The metal 3 layer:
Scale bar: 20 um.
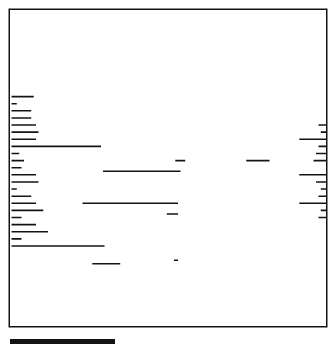
M2 wires:
Cells faint in the background.
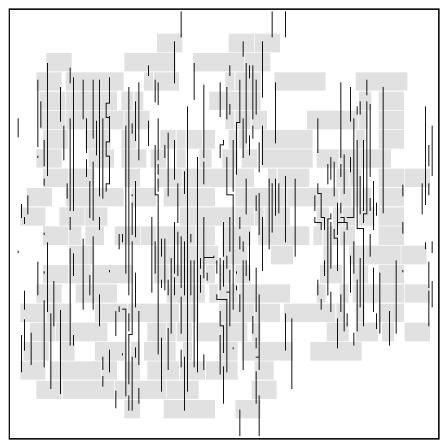
### src/rtl/arbitro_pkg.sv
// Shared state encodings and index-width helper for the round-robin FIFO arbiter.
package arbitro_pkg;

  localparam logic [1:0] ST_IDLE    = 2'b00;
  localparam logic [1:0] ST_ARB     = 2'b01;
  localparam logic [1:0] ST_BLOCKED = 2'b10;

  function automatic int unsigned idx_w(input int unsigned n);
    return (n < 2) ? 1 : $clog2(n);
  endfunction

endpackage

### src/rtl/arbitro_rr_pick.sv
// Single-cycle requester pick: round-robin from a pointer, or fixed lowest-index priority.
module rr_pick
  import arbitro_pkg::*;
#(
  parameter int unsigned N       = 4,
  parameter bit          RR_MODE = 1'b1,
  localparam int unsigned IW     = idx_w(N)
) (
  input  logic [N-1:0]  req_i,
  input  logic [IW-1:0] ptr_i,
  output logic [N-1:0]  gnt_o,
  output logic [IW-1:0] idx_o,
  output logic          any_o
);

  logic [2*N-1:0] req2;
  logic [2*N-1:0] masked;
  int unsigned    base;

  // Doubling the request vector turns the wrap-around search into a linear one over [base, base+N).
  always_comb begin
    req2   = {req_i, req_i};
    base   = RR_MODE ? int'(ptr_i) : 0;
    masked = '0;
    for (int unsigned k = 0; k < 2*N; k++) begin
      masked[k] = req2[k] && (k >= base) && (k < base + N);
    end
  end

  always_comb begin
    any_o = 1'b0;
    idx_o = '0;
    for (int unsigned k = 0; k < 2*N; k++) begin
      if (masked[k] && !any_o) begin
        any_o = 1'b1;
        idx_o = IW'(k % N);
      end
    end
    gnt_o = '0;
    if (any_o) gnt_o[idx_o] = 1'b1;
  end

endmodule

### src/rtl/arbitro_rr.sv
// Drains NUM_IN input FIFOs into NUM_OUT output FIFOs; pop is registered, push follows one cycle later.
module arbitro_rr
  import arbitro_pkg::*;
#(
  parameter int unsigned NUM_IN  = 4,
  parameter int unsigned NUM_OUT = 4,
  parameter bit          RR_MODE = 1'b1,
  parameter int unsigned CNT_W   = 8,
  localparam int unsigned SEL_W  = idx_w(NUM_IN),
  localparam int unsigned DEST_W = idx_w(NUM_OUT)
) (
  input  logic                       clk,
  input  logic                       reset,
  input  logic [NUM_IN-1:0]          empty_i,
  input  logic [NUM_IN*DEST_W-1:0]   head_dest_i,
  input  logic [NUM_OUT-1:0]         almost_full_i,
  output logic [NUM_IN-1:0]          pop_o,
  output logic [SEL_W-1:0]           select_o,
  output logic [NUM_OUT-1:0]         push_o,
  output logic [DEST_W-1:0]          dest_o,
  output logic [1:0]                 state_o,
  output logic [CNT_W-1:0]           blocked_cnt_o
);

  logic [DEST_W-1:0] dest_a [NUM_IN];
  logic [NUM_IN-1:0] elig;
  logic [NUM_IN-1:0] pick_gnt;
  logic [SEL_W-1:0]  pick_idx;
  logic              pick_any;

  logic [NUM_IN-1:0]  pop_q,      pop_d;
  logic [SEL_W-1:0]   pop_sel_q,  pop_sel_d;
  logic [DEST_W-1:0]  pop_dest_q, pop_dest_d;
  logic [NUM_OUT-1:0] push_q,     push_d;
  logic [SEL_W-1:0]   sel_q,      sel_d;
  logic [DEST_W-1:0]  dest_q,     dest_d;
  logic [SEL_W-1:0]   ptr_q,      ptr_d;
  logic [1:0]         state_q,    state_d;
  logic [CNT_W-1:0]   cnt_q,      cnt_d;

  // Out-of-range destinations never match an almost_full bit, so they stay blocked.
  always_comb begin
    elig = '0;
    for (int unsigned i = 0; i < NUM_IN; i++) begin
      logic af_hit;
      dest_a[i] = head_dest_i[i*DEST_W +: DEST_W];
      af_hit    = 1'b1;
      for (int unsigned j = 0; j < NUM_OUT; j++) begin
        if (dest_a[i] == DEST_W'(j)) af_hit = almost_full_i[j];
      end
      elig[i] = !empty_i[i] && !af_hit && !pop_q[i];
    end
  end

  rr_pick #(
    .N       (NUM_IN),
    .RR_MODE (RR_MODE)
  ) u_pick (
    .req_i (elig),
    .ptr_i (ptr_q),
    .gnt_o (pick_gnt),
    .idx_o (pick_idx),
    .any_o (pick_any)
  );

  always_comb begin
    pop_d      = pick_any ? pick_gnt : '0;
    pop_sel_d  = pick_any ? pick_idx : pop_sel_q;
    pop_dest_d = pick_any ? dest_a[pick_idx] : pop_dest_q;

    ptr_d = ptr_q;
    if (RR_MODE && pick_any) begin
      ptr_d = (pick_idx == SEL_W'(NUM_IN - 1)) ? '0 : pick_idx + 1'b1;
    end

    push_d = '0;
    sel_d  = sel_q;
    dest_d = dest_q;
    if (|pop_q) begin
      push_d[pop_dest_q] = 1'b1;
      sel_d              = pop_sel_q;
      dest_d             = pop_dest_q;
    end

    if (&empty_i)      state_d = ST_IDLE;
    else if (pick_any) state_d = ST_ARB;
    else               state_d = ST_BLOCKED;

    if (state_d == ST_BLOCKED) cnt_d = (cnt_q == '1) ? cnt_q : cnt_q + 1'b1;
    else                       cnt_d = '0;
  end

  always_ff @(posedge clk) begin
    if (reset) begin
      pop_q      <= '0;
      pop_sel_q  <= '0;
      pop_dest_q <= '0;
      push_q     <= '0;
      sel_q      <= '0;
      dest_q     <= '0;
      ptr_q      <= '0;
      state_q    <= ST_IDLE;
      cnt_q      <= '0;
    end else begin
      pop_q      <= pop_d;
      pop_sel_q  <= pop_sel_d;
      pop_dest_q <= pop_dest_d;
      push_q     <= push_d;
      sel_q      <= sel_d;
      dest_q     <= dest_d;
      ptr_q      <= ptr_d;
      state_q    <= state_d;
      cnt_q      <= cnt_d;
    end
  end

  assign pop_o         = pop_q;
  assign select_o      = sel_q;
  assign push_o        = push_q;
  assign dest_o        = dest_q;
  assign state_o       = state_q;
  assign blocked_cnt_o = cnt_q;

endmodule

### config.mk
export PLATFORM = sky130hd
export DESIGN_NAME = arbitro_rr
export DESIGN_NICKNAME = d
export VERILOG_FILES = /design/src/rtl/arbitro_pkg.sv /design/src/rtl/arbitro_rr_pick.sv /design/src/rtl/arbitro_rr.sv
export SDC_FILE = /design/constraint.sdc
export NUM_CORES = 1
export LEC_CHECK = 0
export CAP_MARGIN = 5
export CORE_UTILIZATION = 40
export DETAILED_ROUTE_END_ITERATION = 16
export PLACE_DENSITY = 0.8
export SYNTH_ARGS = -nofsm -noshare
export SYNTH_HDL_FRONTEND = slang
export SYNTH_SLANG_ARGS = --single-unit
### constraint.sdc
create_clock -name clk -period 2.9 [get_ports clk]
set_input_delay 0.29 -clock clk [delete_from_list [all_inputs] [get_ports clk]]
set_output_delay 0.29 -clock clk [all_outputs]
set_load 0.05 [all_outputs]
==> run notes <==
yosys + openroad results -> cts repair resizes 0, DRT Pass-1 Iters 4, # IOs 40, Bufs on Longest Clock Path 2, Synthesized registers 28, Hold Crit Endpoint pop_sel_q[0], crit share post-route 82.6%, Post-Synth Simple-Gate Area 23.9%, Final Hold Viols 0, largest class combinational gates, antenna viol nets, final 0, number of global-route vias before repair 1128, CP Data Required Time 3130 ps, sequential power share 46.0%, FMAX 417 MHz, Final Cell Area 1870 um2, cell taking the most area after synthesis dfxtp_1, # rows 20, fin cells 224, MI comb area 764 um2, Clk Tree Root Cell clkbuf_4, sequential share of the synthesized area 41.1%, Hold Path Cell Cnt 2, P_sw 339 uW, outcome finished clean, Min Hold Slack 479 ps, Tot Pwr 984 uW, aoi share 9.62%, flop share of the area 30.0%, number of fill cells 305, first-pass GRT wire length 5020 um, slew at the pin closest to its max-slew limit 971 ps, post-synthesis net count 158, Die Width 60.4 um, Min-Delay Path Class reg2reg, Pre-Place Util 43.3%, worst vdd ir 0.327 mV, highest-power group registers, EDFF count, synth 0, Plain + repair buffers 43, Worst Setup SP head_dest_i[4], PnR worst setup slack 503 ps, die area 3650 um2, worst skew pair latency 320 ps, GRT Total Usage 18.4%, top cells by count, synth dfxtp_1 (28), nor2_1 (18), mux2i_1 (13), inv_1 (7), ys async rst share 0%, mi-comb count 97, ys cells 135, hold_sp pop_sel_q[0], Core Region 3150 um2, synthesized area per cell 10.1 um2, P_comb 344 uW, OpenROAD warnings 29, largest net degree at the start of global routing 17, Syn Inst Count 135, Signal buf overhead 22.5%, Post-Route Utilization 59.3%, RSZ-0062 raised after global routing no, I/O Buffers 39, layout cell share with drive strength beyond 1 13.9%, CP Class in2reg, DP HPWL 2360 um, Top Usage Layer GRT met2, met2 GRT Util 33.3%, Placed Area 1830 um2, Comb pwr share 35.0%
-- 'the metal 3 layer' (at the start) --
longest straight run: 17.9 um
nets with wire on the layer: 40
main direction: horizontal

-- 'M2 wires' (at the start) --
nets with wire on the layer: 179
wire length on this layer: 1430 um
main direction: vertical

-- flip-flops by register name, summed over array words and instances, names as in the netlist --
name,cells
pop_dest_q,2
push_o,4
pop_sel_q,2
blocked_cnt_o,8
select_o,2
ptr_q,2
pop_o,4
dest_o,2
state_o,2
-- critical path: stages --
cell	delay, ps
clkdlybuf4s50_1	510
mux4_2	530
or3_1	340
or3_1	330
o221ai_2	100
inv_4	60
ha_1	290
mux2i_1	120
nor2_1	50
-- layer usage --
metal | part of all wire (%) | wire (um) | vias to the layer above
met1 | 45 | 1330 | 534
met2 | 48 | 1430 | 45
met5 | 0 | 0 | -
met4 | 1.1 | 33 | 0
li1 | - | - | 579
met3 | 5.8 | 173 | 4
Power is estimated from default activity; no workload was simulated.
